[src/rtl/fetch_pkg.sv]
// Purpose: shared widths, FSM state encoding and queue entry layout for the fetch unit.
// Latency: n/a (declarations only).
// Backpressure: n/a.
package fetch_pkg;

    localparam int INST_W = 32;
    localparam int ADDR_W = 32;

    typedef enum logic [1:0] {
        IDLE  = 2'd0,
        RUN   = 2'd1,
        FLUSH = 2'd2
    } fetch_state_t;

    // One decoded-stage entry: the PC tag travels alongside its instruction word.
    typedef struct packed {
        logic [ADDR_W-1:0] pc;
        logic [INST_W-1:0] inst;
    } inst_entry_t;

endpackage

[src/rtl/fetch_queue.sv]
// Purpose: small synchronous FIFO used for PC tags and for queued instructions.
// Latency: a push is visible at the head one cycle later; head data is read combinationally.
// Backpressure: none internally; push when full (without a pop) and pop when empty are ignored.
//
// Ports:
//   clk, clr      clock and asynchronous active-low reset
//   clear         synchronous flush of all entries (wins over push/pop)
//   push_vld/dat  write an entry at the tail
//   pop_rdy       remove the head entry
//   head_dat      current head entry (undefined when count is 0)
//   count         number of valid entries, 0..DEPTH
module fetch_queue #(
    parameter int WIDTH = 32,
    parameter int DEPTH = 4
) (
    input  logic                     clk,
    input  logic                     clr,
    input  logic                     clear,
    input  logic                     push_vld,
    input  logic [WIDTH-1:0]         push_dat,
    input  logic                     pop_rdy,
    output logic [WIDTH-1:0]         head_dat,
    output logic [$clog2(DEPTH):0]   count
);

    localparam int PW = $clog2(DEPTH);
    localparam int CW = PW + 1;
    localparam logic [CW-1:0] FULL    = CW'(DEPTH);
    localparam logic [CW-1:0] CNT_ONE = CW'(1);
    localparam logic [PW-1:0] PTR_ONE = PW'(1);

    logic [WIDTH-1:0] mem [DEPTH];
    logic [PW-1:0]    wr_ptr;
    logic [PW-1:0]    rd_ptr;
    logic             do_push;
    logic             do_pop;

    assign do_pop   = pop_rdy && (count != '0);
    // A pop in the same cycle makes room, so a full queue may still accept.
    assign do_push  = push_vld && ((count != FULL) || do_pop);
    assign head_dat = mem[rd_ptr];

    always_ff @(posedge clk or negedge clr) begin
        if (!clr) begin
            wr_ptr <= '0;
            rd_ptr <= '0;
            count  <= '0;
        end else if (clear) begin
            wr_ptr <= '0;
            rd_ptr <= '0;
            count  <= '0;
        end else begin
            if (do_push) begin
                wr_ptr <= wr_ptr + PTR_ONE;
            end
            if (do_pop) begin
                rd_ptr <= rd_ptr + PTR_ONE;
            end
            case ({do_push, do_pop})
                2'b10:   count <= count + CNT_ONE;
                2'b01:   count <= count - CNT_ONE;
                default: count <= count;
            endcase
        end
    end

    // Storage needs no reset: entries are only observed through count.
    always_ff @(posedge clk) begin
        if (do_push) begin
            mem[wr_ptr] <= push_dat;
        end
    end

endmodule

[src/rtl/inst_fetch.sv]
// Purpose: issues in-order instruction reads for current_pc, tags them, queues returned words for decode.
// Latency: response in cycle N is at the queue head in cycle N+1; first request one cycle after reset.
// Backpressure: requests stop while queued + outstanding reach DEPTH; imem_ready low holds the PC.
//
// Ports:
//   clk, clr                      clock, asynchronous active-low reset
//   current_pc / pc_advance       PC from the PC flop; pc_advance pulses on every accepted request
//   flush                         redirect: drop queued and in-flight instructions
//   imem_req/addr/ready           request channel to instruction memory
//   imem_rvalid/rdata             in-order response channel
//   inst_valid/inst/inst_pc/ready queue head towards decode (inst and inst_pc are 0 when not valid)
module inst_fetch
    import fetch_pkg::*;
#(
    parameter int DEPTH = 4
) (
    input  logic              clk,
    input  logic              clr,
    input  logic [ADDR_W-1:0] current_pc,
    output logic              pc_advance,
    input  logic              flush,
    output logic              imem_req,
    output logic [ADDR_W-1:0] imem_addr,
    input  logic              imem_ready,
    input  logic              imem_rvalid,
    input  logic [INST_W-1:0] imem_rdata,
    output logic              inst_valid,
    output logic [INST_W-1:0] inst,
    output logic [ADDR_W-1:0] inst_pc,
    input  logic              inst_ready
);

    localparam int CW = $clog2(DEPTH) + 1;
    localparam logic [CW:0]   CREDIT  = (CW + 1)'(DEPTH);
    localparam logic [CW-1:0] CNT_ONE = CW'(1);

    fetch_state_t      state;
    fetch_state_t      state_nxt;

    logic [CW-1:0]     out_cnt;
    logic [CW-1:0]     q_cnt;
    logic [CW-1:0]     drop_cnt;
    logic [CW-1:0]     drop_nxt;
    logic [CW:0]       credit_used;

    logic              accept;
    logic              rsp_ok;
    logic              rsp_keep;
    logic              q_pop;
    logic [ADDR_W-1:0] tag_head;
    inst_entry_t       q_in;
    inst_entry_t       q_head;

    // ------------------------------------------------------------------
    // Issue side
    // ------------------------------------------------------------------
    // Credit uses registered counts only, so a pop this cycle frees a slot
    // next cycle. Dropped responses still in flight hold their credit.
    assign credit_used = {1'b0, q_cnt} + {1'b0, out_cnt};
    assign imem_req    = (state != IDLE) && !flush && (credit_used < CREDIT);
    assign accept      = imem_req && imem_ready;
    assign pc_advance  = accept;
    assign imem_addr   = current_pc;

    // ------------------------------------------------------------------
    // Response side
    // ------------------------------------------------------------------
    // A response with nothing outstanding is a protocol error and is ignored.
    assign rsp_ok   = imem_rvalid && (out_cnt != '0);
    // Responses owed to a previous redirect, or arriving in the redirect
    // cycle itself, are discarded instead of queued.
    assign rsp_keep = rsp_ok && (drop_cnt == '0) && !flush;

    assign q_in.pc   = tag_head;
    assign q_in.inst = imem_rdata;

    // ------------------------------------------------------------------
    // Decode side
    // ------------------------------------------------------------------
    assign inst_valid = (q_cnt != '0);
    // The queue is cleared on a redirect, so a pop in that cycle is moot.
    assign q_pop      = inst_valid && inst_ready && !flush;
    assign inst       = inst_valid ? q_head.inst : '0;
    assign inst_pc    = inst_valid ? q_head.pc   : '0;

    // ------------------------------------------------------------------
    // Tag FIFO: one entry per accepted request, popped by every legal
    // response (kept or dropped). Its occupancy is exactly the number of
    // outstanding requests, so it doubles as out_cnt. Only reset clears it.
    // ------------------------------------------------------------------
    fetch_queue #(
        .WIDTH (ADDR_W),
        .DEPTH (DEPTH)
    ) u_tag_fifo (
        .clk      (clk),
        .clr      (clr),
        .clear    (1'b0),
        .push_vld (accept),
        .push_dat (current_pc),
        .pop_rdy  (rsp_ok),
        .head_dat (tag_head),
        .count    (out_cnt)
    );

    // ------------------------------------------------------------------
    // Instruction queue: {pc, inst} entries waiting for decode.
    // ------------------------------------------------------------------
    fetch_queue #(
        .WIDTH ($bits(inst_entry_t)),
        .DEPTH (DEPTH)
    ) u_inst_queue (
        .clk      (clk),
        .clr      (clr),
        .clear    (flush),
        .push_vld (rsp_keep),
        .push_dat (q_in),
        .pop_rdy  (q_pop),
        .head_dat (q_head),
        .count    (q_cnt)
    );

    // ------------------------------------------------------------------
    // Drop counter: how many of the outstanding responses belong to the
    // wrong path. On a redirect every outstanding request is wrong-path,
    // minus the one (if any) being retired in that same cycle.
    // ------------------------------------------------------------------
    always_comb begin
        drop_nxt = drop_cnt;
        if (flush) begin
            drop_nxt = out_cnt - CW'(rsp_ok);
        end else if (rsp_ok && (drop_cnt != '0)) begin
            drop_nxt = drop_cnt - CNT_ONE;
        end
    end

    always_ff @(posedge clk or negedge clr) begin
        if (!clr) begin
            drop_cnt <= '0;
        end else begin
            drop_cnt <= drop_nxt;
        end
    end

    // ------------------------------------------------------------------
    // Control FSM. IDLE holds off the first request for one cycle so the
    // PC flop shows its reset vector. FLUSH marks that wrong-path responses
    // are still pending; issue continues in both RUN and FLUSH.
    // ------------------------------------------------------------------
    always_ff @(posedge clk or negedge clr) begin
        if (!clr) begin
            state <= IDLE;
        end else begin
            state <= state_nxt;
        end
    end

    always_comb begin
        state_nxt = state;
        unique case (state)
            IDLE: begin
                state_nxt = RUN;
            end
            RUN: begin
                // A redirect with nothing left in flight needs no drain phase.
                if (flush && (drop_nxt != '0)) begin
                    state_nxt = FLUSH;
                end
            end
            FLUSH: begin
                // Leaves when the last wrong-path response retires; a fresh
                // redirect that leaves responses pending keeps us here.
                if (drop_nxt == '0) begin
                    state_nxt = RUN;
                end
            end
            default: begin
                state_nxt = IDLE;
            end
        endcase
    end

endmodule

[config.mk]
export PLATFORM = sky130hd
export DESIGN_NAME = inst_fetch
export DESIGN_NICKNAME = d
export VERILOG_FILES = /design/src/rtl/fetch_pkg.sv /design/src/rtl/fetch_queue.sv /design/src/rtl/inst_fetch.sv
export SDC_FILE = /design/constraint.sdc
export NUM_CORES = 1
export LEC_CHECK = 0
export CAP_MARGIN = 10
export CORE_AREA = 8 8 239 241
export CTS_CLUSTER_DIAMETER = 40
export CTS_CLUSTER_SIZE = 12
export DETAILED_ROUTE_END_ITERATION = 6
export DIE_AREA = 0 0 247 249
export HOLD_SLACK_MARGIN = 0.06
export SLEW_MARGIN = 20
export SYNTH_ARGS = -nofsm -noshare
export SYNTH_HDL_FRONTEND = slang
export SYNTH_SLANG_ARGS = --single-unit
[constraint.sdc]
create_clock -name clk -period 3.4 [get_ports clk]
set_input_delay 0.68 -clock clk [delete_from_list [all_inputs] [get_ports clk]]
set_output_delay 0.68 -clock clk [all_outputs]
set_load 0.01 [all_outputs]
### Signal wires on met3, run 1

Drawn at 1 px/µm.
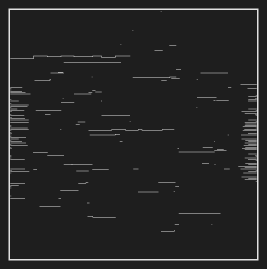
nets with wire on the layer	125
main direction	horizontal
longest straight run	57.0 µm
share of all routed wire	5.4%
final WL: 33.5 mm
via count: 7,634
global-route met3 utilization: 0.0276

### Met2 routing, run 1

Drawn at 1 px/µm.
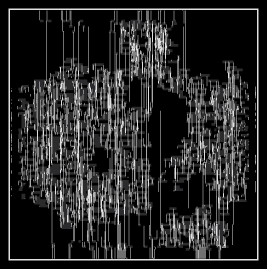
nets with wire on the layer	947
longest straight run	117 µm
share of all routed wire	48%
main direction	vertical

### Selected gate families, run 1

Drawn at 2 px/µm.
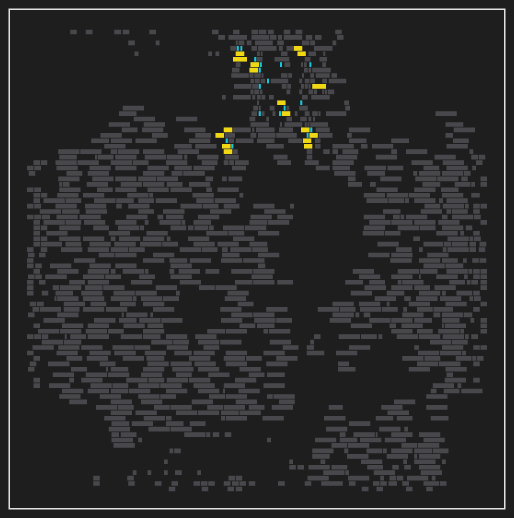
colour	family	cells	where
cyan	inverters	17	top middle
yellow	adder and majority cells	17	top middle
most numerous logic cell after layout: edfxtp_1
tally of non-filler cells in the final layout: 1,691
logic share of the area: 0.167

==> results.cfg, run 1 <==
; physical design summary
[worst_setup_path]
crit_path_end_kind = primary output
start_kind = register
crit_fanout = 15
worstSetupPathType = reg2out
arrival_ns = 2.60
r2r-start = u_tag_fifo.count[1]
critPathTopFamily = buffers and inverters
required_ns = 2.72
crit_end = inst_pc[13]
max_stage_delay_ns = 0.57
cp.depth = 5
r2r_slack_ns = 0.76

[floorplanning]
dieArea_um2 = 61500
tapCellCount = 696
fp-row-count = 85
core_um2 = 53300
io_pins = 169

[final_timing]
period_minus_slack_ns = 3.28
setup_ws_ns = 0.119
fin_setup_tns_ns = 0
finalClockPeriodUsage = 0.965
slew_violations = 0
clock.fmax_mhz = 305

[finish]
top_register = u_inst_queue.mem
fillers = 4793
layout-drive-gt1-share = 0.255
largest_class = sequential cells
fin_area_um2 = 20600
flop-count = 403
fin_nets = 1034
comb_cells = 266
nClkBuffers = 63
seq_share = 0.585
fin_util = 0.386

[clock_tree]
clk_path_buf_depth = 3
numCtsBuffers = 58
clk_latency_ns = 0.60

[logic_synthesis]
ys_seq_frac = 0.757
ys_area_um2 = 15900
syn_area_um2 = 15900
ys_sh_xor = 0.00497
async_flop_share = 0.0471
synth_dominant_cell_count = edfxtp_1
fp_nets = 837
synthAdderAreaFrac = 0.0144
synth_flops = 403
syn_area_per_cell_um2 = 21.1
synthTopCellsByArea = edfxtp_1 73%, mux4_2 14%, dfrtp_1 3.0%
top_area_cell = edfxtp_1

[drt]
routedLengthMet1_mm = 14.8
met3_length_mm = 1.80
drc = 0
top_layer_used = met4

[pwr]
power_switching_mw = 4.19
switching_share = 0.269
p_leak_nw = 6.72
ir_drop_mv = 0.379

[global_route]
busiest_layer = met2
groute.usage.overall = 0.108
grt_max_degree = 61

[outcome]
outcome = finished, final reports clean

[worst_hold_path]
holdCritPathClass = reg2reg
hold-path-endpoint = u_tag_fifo.count[1]
==> run 1: placed cells by master, fill, tap and decap left out, types with 8 or more instances in the layout <==
master           instances
inv_1                   17
nand2_1                  9
and2_1                  67
nor2_1                   8
clkbuf_16               58
inv_6                    8
mux4_2                  96
dfrtp_1                 10
ha_1                    15
buf_12                  17
edfxtp_1               384
buf_4                   11
clkdlybuf4s50_1        163
==> run 1: power groups by stage <==
| stage | registers (mW) | clock network (mW) | logic [mW] |
|---|---|---|---|
| 3_3_place_gp | 6.39 | 0 | 3.32 |
| 2_1_floorplan | 6.16 | 0 | 2.07 |
| 4_1_cts | 6.26 | 6.05 | 3.54 |
| 3_5_place_dp | 6.40 | 0 | 3.36 |
| 6_report | 6.25 | 5.89 | 3.40 |
| 5_1_grt | 6.29 | 6.23 | 3.74 |
### Congestion heat map, run 1

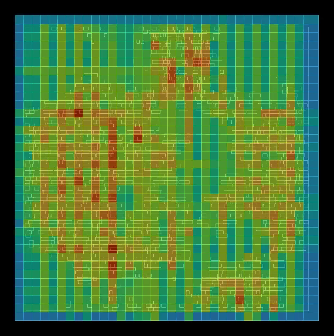

==> run 2: changes to the inputs <==
--- a/config.mk
+++ b/config.mk
@@ -11,7 +11,9 @@
 export CTS_CLUSTER_SIZE = 12
 export DETAILED_ROUTE_END_ITERATION = 6
 export DIE_AREA = 0 0 247 249
+export GPL_ROUTABILITY_DRIVEN = 0
 export HOLD_SLACK_MARGIN = 0.06
+export MAX_ROUTING_LAYER = met4
 export SLEW_MARGIN = 20
 export SYNTH_ARGS = -nofsm -noshare
 export SYNTH_HDL_FRONTEND = slang
### Congestion heat map, run 2

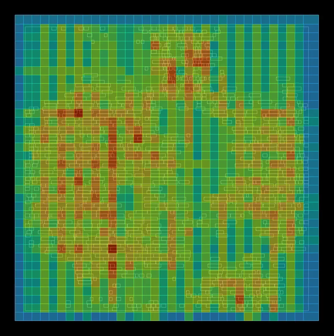
GR Util met1: 0.140
GRT met2 Usage: 0.178
DR WL/cell: 19.8 µm

==> run 2 against run 1 <==
Register-to-register slack barely moved. Sequential power barely moved. Die area did not move. Critical path type unchanged. Critical endpoint unchanged. Highest routed layer unchanged.
==> results.cfg, run 2 <==
; physical design summary
[drt]
antenna_left = 0
first_pass_iters = 4
routedLengthMet1_mm = 14.9
drt_iter0_markers = 351
drc = 0
top_layer_used = met4
vias_per_cell = 4.51
met3_length_mm = 1.68
vias = 7627
routed-wl-met2_mm = 16.1

[logic_synthesis]
synth_cell_types = 46
synthAdderAreaFrac = 0.0144
ys_seq_frac = 0.757
simple_gate_share = 0.0417
fp_nets = 837
common_cells = 384 x edfxtp_1, 96 x mux4_2, 75 x and2_1
ys_area_um2 = 15900
synth.cellmix.compoundShare = 0.0136
synth_top_area_share = 0.727
yosys_warnings = 0
ys_cells = 750
syn_area_per_cell_um2 = 21.1
edf_count = 384
syn_area_um2 = 15900
synthTopCellsByArea = edfxtp_1 73%, mux4_2 14%, dfrtp_1 3.0%
async_flop_share = 0.0471
synth_dominant_cell_count = edfxtp_1
ys_sh_xor = 0.00497
synth.area.mux_share = 0.141
logic_family = multiplexers
top_area_cell = edfxtp_1
synth_cells = 750
flop_cell = edfxtp_1
synth_flops = 403

[finish]
layout-drive-gt1-share = 0.255
fin_nets = 1034
largest_register_ffs = 256
top_register = u_inst_queue.mem
syn2layout_area_growth_pct = 29.6
fillers = 4793
fin_util = 0.386
layout_top_cells = 384 x edfxtp_1, 163 x clkdlybuf4s50_1, 96 x mux4_2, 67 x and2_1, 58 x clkbuf_16
lay_top_count = edfxtp_1
reg.largest.list = u_inst_queue.mem: 256 flops, u_tag_fifo.mem: 128 flops
fin_cells = 1691
fin_area_um2 = 20600

[final_timing]
clock.fmax_mhz = 305
maxSlewHeadroom = 0.387
holdWs_ns = 0.585
slew_violations = 0
fin_setup_tns_ns = 0
setup_ws_ns = 0.122
finalClockPeriodUsage = 0.964
grt_setup_unrepaired = no
worstMarginPinSlew_ns = 0.917
period_minus_slack_ns = 3.28
hold_viol = 0
final-setup-viol-count = 0
skew_ns = 0.0190

[worst_setup_path]
r2r_cells = 9
r2r_slack_ns = 0.77
start_kind = register
worstSetupPathType = reg2out
required_ns = 2.72
crit_path_start = u_inst_queue.rd_ptr[0]
crit_fanout = 15
r2r_end = u_tag_fifo.count[1]
crit_path_end_kind = primary output
r2r-start = u_tag_fifo.count[1]
crit_end = inst_pc[13]
arrival_ns = 2.60

[clock_tree]
numCtsBuffers = 58
clk_path_buf_depth = 3
post_cts_resized = 10
ctsHoldBuffers = 0
root_buffer = clkbuf_16
path_clk_slew_ns = 0.05
cts.sinks = 403
htreeDepth = 2
clk_latency_ns = 0.60
cts_setup_buffers = 7
cts_tree = done

[pwr]
ir_drop_mv = 0.380
power_density_nw_per_um2 = 756
p_leak_nw = 6.72
finalPower_mw = 15.5

[job]
maxCapViolCount = 0
warnings = 33

[placed_design]
place_inst = 1575
dp_hpwl_mm = 20.1
dp_slack_ns = 0.133
place_area_um2 = 18500
numPortBuffers = 168

[floorplanning]
die_x_um = 247
core_um2 = 53300
fp-row-count = 85
io_pins = 169
dieArea_um2 = 61500
fp-utilization = 0.298
fp.dieH_um = 249

[outcome]
outcome = finished, final reports clean

[global_route]
grt_pass1_vias = 8360
groute.usage.overall = 0.112
overflow = 0
antenna_found_initial = 1
grt_max_degree = 61
busiest_layer = met2
grt_pass1_wl_mm = 50.9

[worst_hold_path]
hold-path-endpoint = u_tag_fifo.count[1]
holdCritPathClass = reg2reg
worstHoldStart = u_tag_fifo.count[1]
min_path_cells = 2
### Signal wires on met3, run 2

Drawn at 1 px/µm.
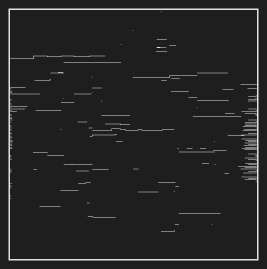
final WL: 33.5 mm
global-route met3 utilization: 0.0236

[run 2: cell counts in the layout (fill, tap and decap cells not counted)]
No cell type changed its count.
[run 2: layout make-up]
class	count	area, µm²	share of cell area
inverters	17	63.8	0.00310
clock inverters	44	493	0.0240
repair buffers	201	2200	0.107
clock buffers	63	1470	0.0715
well taps	696	871	0.0424
flip-flops and latches	403	12000	0.585
multi-input cells	266	3430	0.167
diodes	1	2.50	0.000122
[run 2: report_power, final]
part	switching, mW	internal (mW)
clock	2.30	3.59
sequential	0.287	5.96
combinational	1.60	1.81
[run 2: critical path: stages (launching register included)]
cell             delay (ns)
dfrtp_4                0.44
buf_6                  0.14
buf_12                 0.18
mux4_2                 0.57
and2_1                 0.18
clkdlybuf4s50_1        0.47
Power figures rest on the tool's default switching activity, not on a simulated workload.
